===== src/rtl/gdt_descriptor_fetch.sv =====
// GDT descriptor burst sequencer: loads or stores all NUM_COLS words of one
// guest line. Ports: req_* in, rsp_* out, gdt_* drive/return the GDT port.
module gdt_descriptor_fetch #(
  parameter int LINE_W     = 3,
  parameter int COL_W      = 3,
  parameter int DATA_W     = 32,
  parameter int NUM_COLS   = 8,
  parameter int RD_LATENCY = 1
) (
  input  logic                       clock,
  input  logic                       reset,
  input  logic                       req_valid,
  output logic                       req_ready,
  input  logic [LINE_W-1:0]          req_guest,
  input  logic                       req_store,
  input  logic [NUM_COLS*DATA_W-1:0] st_data,
  output logic                       rsp_valid,
  input  logic                       rsp_ready,
  output logic                       rsp_store,
  output logic [LINE_W-1:0]          rsp_guest,
  output logic [NUM_COLS*DATA_W-1:0] rsp_data,
  output logic                       gdt_enable,
  output logic [LINE_W-1:0]          gdt_line,
  output logic [COL_W-1:0]           gdt_column,
  output logic                       gdt_rd0_wr1,
  output logic [DATA_W-1:0]          gdt_wdata,
  input  logic [DATA_W-1:0]          gdt_rdata
);

  localparam logic [COL_W-1:0] LAST_COL = COL_W'(NUM_COLS - 1);

  typedef enum logic [2:0] {
    IDLE, READ, DRAIN, WRITE, RESP
  } state_t;

  state_t state, state_nx;

  logic              ready_q;
  logic              accept;
  logic              burst;
  logic              last_col;
  logic              last_ret;
  logic [COL_W-1:0]  col_q;
  logic [LINE_W-1:0] guest_q;
  logic              store_q;
  logic [DATA_W-1:0] st_q   [NUM_COLS];
  logic [DATA_W-1:0] data_q [NUM_COLS];

  // Tag pipe follows each read until its data returns.
  logic              pipe_v [RD_LATENCY];
  logic [COL_W-1:0]  pipe_c [RD_LATENCY];

  assign burst    = (state == READ) || (state == WRITE);
  assign last_col = (col_q == LAST_COL);
  assign last_ret = pipe_v[RD_LATENCY-1] &&
                    (pipe_c[RD_LATENCY-1] == LAST_COL);

  always_ff @(posedge clock) begin
    if (reset) state <= IDLE;
    else       state <= state_nx;
  end

  always_comb begin
    state_nx = state;
    accept   = 1'b0;
    unique case (state)
      IDLE: begin
        if (req_valid && ready_q) begin
          accept   = 1'b1;
          state_nx = req_store ? WRITE : READ;
        end
      end
      READ:  if (last_col)  state_nx = DRAIN;
      DRAIN: if (last_ret)  state_nx = RESP;
      WRITE: if (last_col)  state_nx = RESP;
      RESP:  if (rsp_ready) state_nx = IDLE;
      default: state_nx = IDLE;
    endcase
  end

  always_ff @(posedge clock) begin
    if (reset) begin
      ready_q <= 1'b0;
      col_q   <= '0;
      guest_q <= '0;
      store_q <= 1'b0;
      for (int c = 0; c < NUM_COLS; c++) begin
        st_q[c]   <= '0;
        data_q[c] <= '0;
      end
      for (int i = 0; i < RD_LATENCY; i++) begin
        pipe_v[i] <= 1'b0;
        pipe_c[i] <= '0;
      end
    end else begin
      // Holds req_ready low for the first cycle after reset.
      ready_q <= 1'b1;
      if (accept) begin
        guest_q <= req_guest;
        store_q <= req_store;
        for (int c = 0; c < NUM_COLS; c++)
          st_q[c] <= st_data[c*DATA_W +: DATA_W];
      end
      if (burst)
        col_q <= last_col ? '0 : col_q + COL_W'(1);
      pipe_v[0] <= (state == READ);
      pipe_c[0] <= col_q;
      for (int i = 1; i < RD_LATENCY; i++) begin
        pipe_v[i] <= pipe_v[i-1];
        pipe_c[i] <= pipe_c[i-1];
      end
      if (pipe_v[RD_LATENCY-1])
        data_q[pipe_c[RD_LATENCY-1]] <= gdt_rdata;
    end
  end

  assign req_ready   = (state == IDLE) && ready_q;
  assign rsp_valid   = (state == RESP);
  assign rsp_store   = store_q;
  assign rsp_guest   = guest_q;
  assign gdt_enable  = burst;
  assign gdt_line    = guest_q;
  assign gdt_column  = col_q;
  assign gdt_rd0_wr1 = (state == WRITE);
  assign gdt_wdata   = (state == WRITE) ? st_q[col_q] : '0;

  always_comb begin
    rsp_data = '0;
    for (int c = 0; c < NUM_COLS; c++)
      rsp_data[c*DATA_W +: DATA_W] = data_q[c];
  end

endmodule

===== config.mk =====
export PLATFORM = sky130hd
export DESIGN_NAME = gdt_descriptor_fetch
export DESIGN_NICKNAME = d
export VERILOG_FILES = /design/src/rtl/gdt_descriptor_fetch.sv
export SDC_FILE = /design/constraint.sdc
export NUM_CORES = 1
export LEC_CHECK = 0
export CAP_MARGIN = 20
export CORE_AREA = 2 2 236 238
export DETAILED_ROUTE_END_ITERATION = 8
export DIE_AREA = 0 0 238 240
export PLACE_DENSITY = 0.68
export SETUP_SLACK_MARGIN = 0.3
export SYNTH_ARGS = -nofsm -noshare
export SYNTH_HDL_FRONTEND = slang
export SYNTH_SLANG_ARGS = --single-unit

===== constraint.sdc =====
create_clock -name clock -period 28.6 [get_ports clock]
set_input_delay 7.15 -clock clock [delete_from_list [all_inputs] [get_ports clock]]
set_output_delay 7.15 -clock clock [all_outputs]
set_load 0.05 [all_outputs]

==> images/floorplan.png <==
Bar = 50 um. Pins as bars on the die edge. Tap cells in gray.
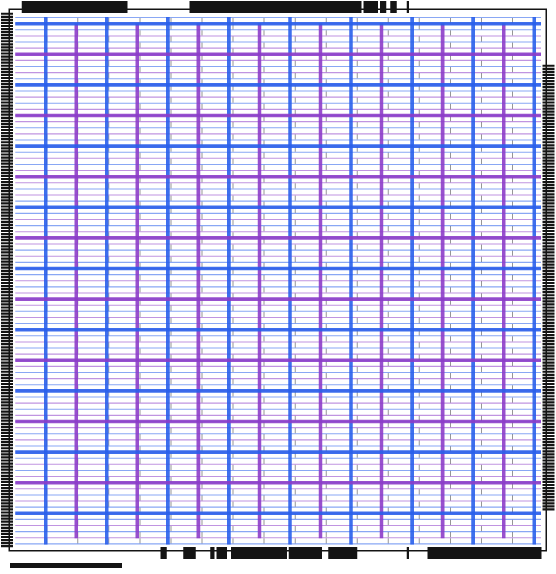
legend:
  blue:
    net: VSS
  purple:
    net: VDD
met4 straps: 17
met5 straps: 17
tap cells: 704
rows: 86
signal pins: 598

==> images/class_map.png <==
Bar = 50 um.
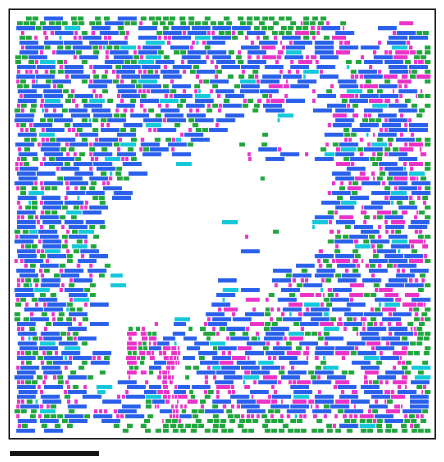
legend:
  cyan:
    class: clock drivers and dummy loads
    cells: 100
  blue:
    class: registers
    cells: 530
  green:
    class: remaining buffers and delay cells
    cells: 620
  magenta:
    class: remaining logic cells
    cells: 714

==> images/clock_wires.png <==
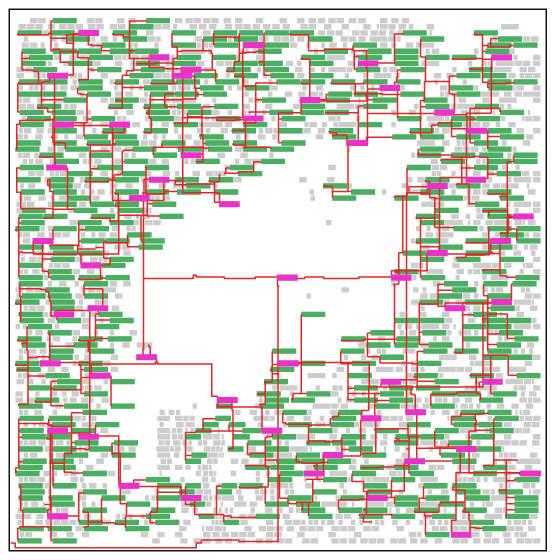
legend:
  red:
    item: clock wires
    length: 6680 um
  green:
    item: flip-flops
    count: 530
  magenta:
    item: clock-net drivers
    count: 56
routed clock nets: 57
flops lie: widely spread

==> flow_metrics.env <==
# source this file to load flow results
export IMPL_utilization_pct=55.3
export IMPL_grt_pass1_vias=14300
export IMPL_synthToLayoutAreaGrowth_pct=39.6
export IMPL_drc_errors=0
export IMPL_setup_tns_ns=0
export IMPL_maxSlewHeadroom_pct=21.1
export IMPL_clk_latency_ns=0.62
export IMPL_fp_nets=1624
export IMPL_numCtsBuffers=56
export IMPL_status="finished clean"
export IMPL_ant_nets=0
export IMPL_crit_chain="buf_4 -> mux4_2 -> mux2i_1 -> nor2_1 -> clkdlybuf4s50_1"
export IMPL_stdcell_count=2677
export IMPL_worstPathRequired_ns=21.45
export IMPL_p_leak_nw=10.9
export IMPL_cap_violations=0
export IMPL_grt_antenna_before_repair=10
export IMPL_syn_area_um2=21700
export IMPL_gp_congestion=0.837
export IMPL_io_pins=598
export IMPL_grt_max_degree=197
export IMPL_ir_worst_vdd_uv=46.3
export IMPL_finalWirelength_um=67300
export IMPL_port_buffers=597
export IMPL_met1_usage_pct=27.4
export IMPL_fp_dieH_um=240
export IMPL_ys_cells=1326
export IMPL_holdWs_ns=0.494
export IMPL_stdcell_area_um2=30200
export IMPL_clockBufferDepth=3
export IMPL_place_hpwl_um=46200
export IMPL_row_count=86
export IMPL_openroad_warnings=30
export IMPL_dr_pass1_iters=5
export IMPL_simple_gate_share_pct=16.6
export IMPL_overflow=0
export IMPL_seq_area_frac_synth_pct=72.7
export IMPL_die_w_um=238
export IMPL_slew_violations=0
export IMPL_core_um2=54700
export IMPL_grt_use_met2_pct=38.4
export IMPL_yosysWarnings=0
export IMPL_cp_arrival_ns=3.69
export IMPL_htreeDepth=2
export IMPL_num_vias=13600
export IMPL_postSynthCellCount=1326
export IMPL_critPathLaunchType="flip-flop"
export IMPL_fmax_mhz=92.2
export IMPL_gr_max_usage_layer="met2"
export IMPL_synthAoiAreaFrac_pct=0.607
export IMPL_p_per_area_nw_per_um2=61.6
export IMPL_setup_violations=0
export IMPL_ys_sh_adder_pct=0.116
export IMPL_grt_usage_pct=23.2
export IMPL_ys_flops=530
export IMPL_cts_tree="yes"
power by group:
part | internal [mW] | switching (mW)
clock network | 0.408 | 0.305
logic | 0.0962 | 0.132
registers | 0.905 | 0.0176
total | 1.41 | 0.454
metal layers:
metal	vias to the layer above	share of wire [%]
li1	5966	-
met1	6878	37
met2	613	48
met3	92	13
met4	4	2.2
met5	-	0.034
final cells by class:
class / instances / area (um2)
fill: 4373 / 24400
sequential: 530 / 15700
timing repair buffer: 620 / 6160
multi-input combinational: 708 / 5640
clock buffer: 68 / 1500
tap: 704 / 881
clock inverter: 32 / 282
inverter: 6 / 22.5
antenna: 9 / 22.5
placed cells by master, fill, tap and decap left out, types with 2 or more instances in the layout:
master           Yosys  routed
a21oi_1              7       7
inv_1                6       6
nand3_1              5       5
ha_1                 2       2
nand2_1              5       5
nor3b_1              3       3
clkdlybuf4s50_1      0     596
and2_2              15      15
nor2_1              38      35
or2_2                2       2
clkinv_2             0      14
clkbuf_1            44       8
o21ai_4              0       7
o21ai_0             11       4
dfxtp_2              0       2
mux2i_1             34      34
clkinv_1             0      10
bufinv_16            0       4
nor3_2               0       4
nor2_2               0       3
inv_6                0       2
mux4_2              64      64
dfxtp_1             18      15
edfxtp_1           512     512
nor2b_1             69      69
or3b_2               2       2
clkbuf_8             0       3
a2111oi_0            2       2
buf_4                3      23
and2_1             433     433
nand2b_1             3       3
clkbuf_16            0      57
diode_2              0       9
synthesized netlist by cell type (all sizes together):
| library cell | count | area (um2) |
|---|---|---|
| edfxtp | 512 | 15400 |
| o211ai | 1 | 7.51 |
| or4b | 1 | 10.0 |
| o21a | 1 | 7.51 |
| a2111oi | 2 | 17.5 |
| nor2 | 38 | 143 |
| or3b | 2 | 17.5 |
| clkbuf | 62 | 255 |
| ha | 2 | 25.0 |
| nor2b | 69 | 432 |
| nand2 | 5 | 18.8 |
| nor4 | 1 | 6.26 |
| a41oi | 1 | 8.76 |
| inv | 6 | 22.5 |
| nand3b | 1 | 7.51 |
| mux2i | 34 | 340 |
| nand3 | 5 | 25.0 |
| nor3b | 3 | 22.5 |
| or2 | 2 | 12.5 |
| nor4b | 1 | 8.76 |
| dfxtp | 18 | 360 |
| a21oi | 7 | 35.0 |
| and2 | 448 | 2820 |
| o21ai | 11 | 55.1 |
| nand2b | 3 | 18.8 |
| mux4 | 64 | 1440 |
| nor3 | 6 | 41.3 |
| buf | 20 | 119 |
path summary, 6_finish.rpt:
check	from	slack, ns	cells after the start	end
worst min-delay path	rsp_store	0.49	2	rsp_store
worst max-delay path	flip-flop	17.76	5	gdt_wdata[17]
worst min register to register	rsp_store	0.49	2	rsp_store
worst max register to register	state[2]	25.30	4	st_q[3][20]
worst max-delay path: cells and delay by family, from the launching register on:
kind	cells	cell delay, ns
multiplexers	2	0.78
buffers and inverters	2	1.47
flip-flops	1	0.68
AND/OR/NAND/NOR	1	0.08
flip-flops by register name, summed over array words and instances (netlist names), named ones only:
name / count
pipe_c: 3
ready_q: 1
state: 3
pipe_v: 1
data_q: 256
gdt_column: 3
rsp_store: 1
gdt_line: 3
st_q: 256
Power figures rest on the tool's default switching activity, not on a simulated workload.
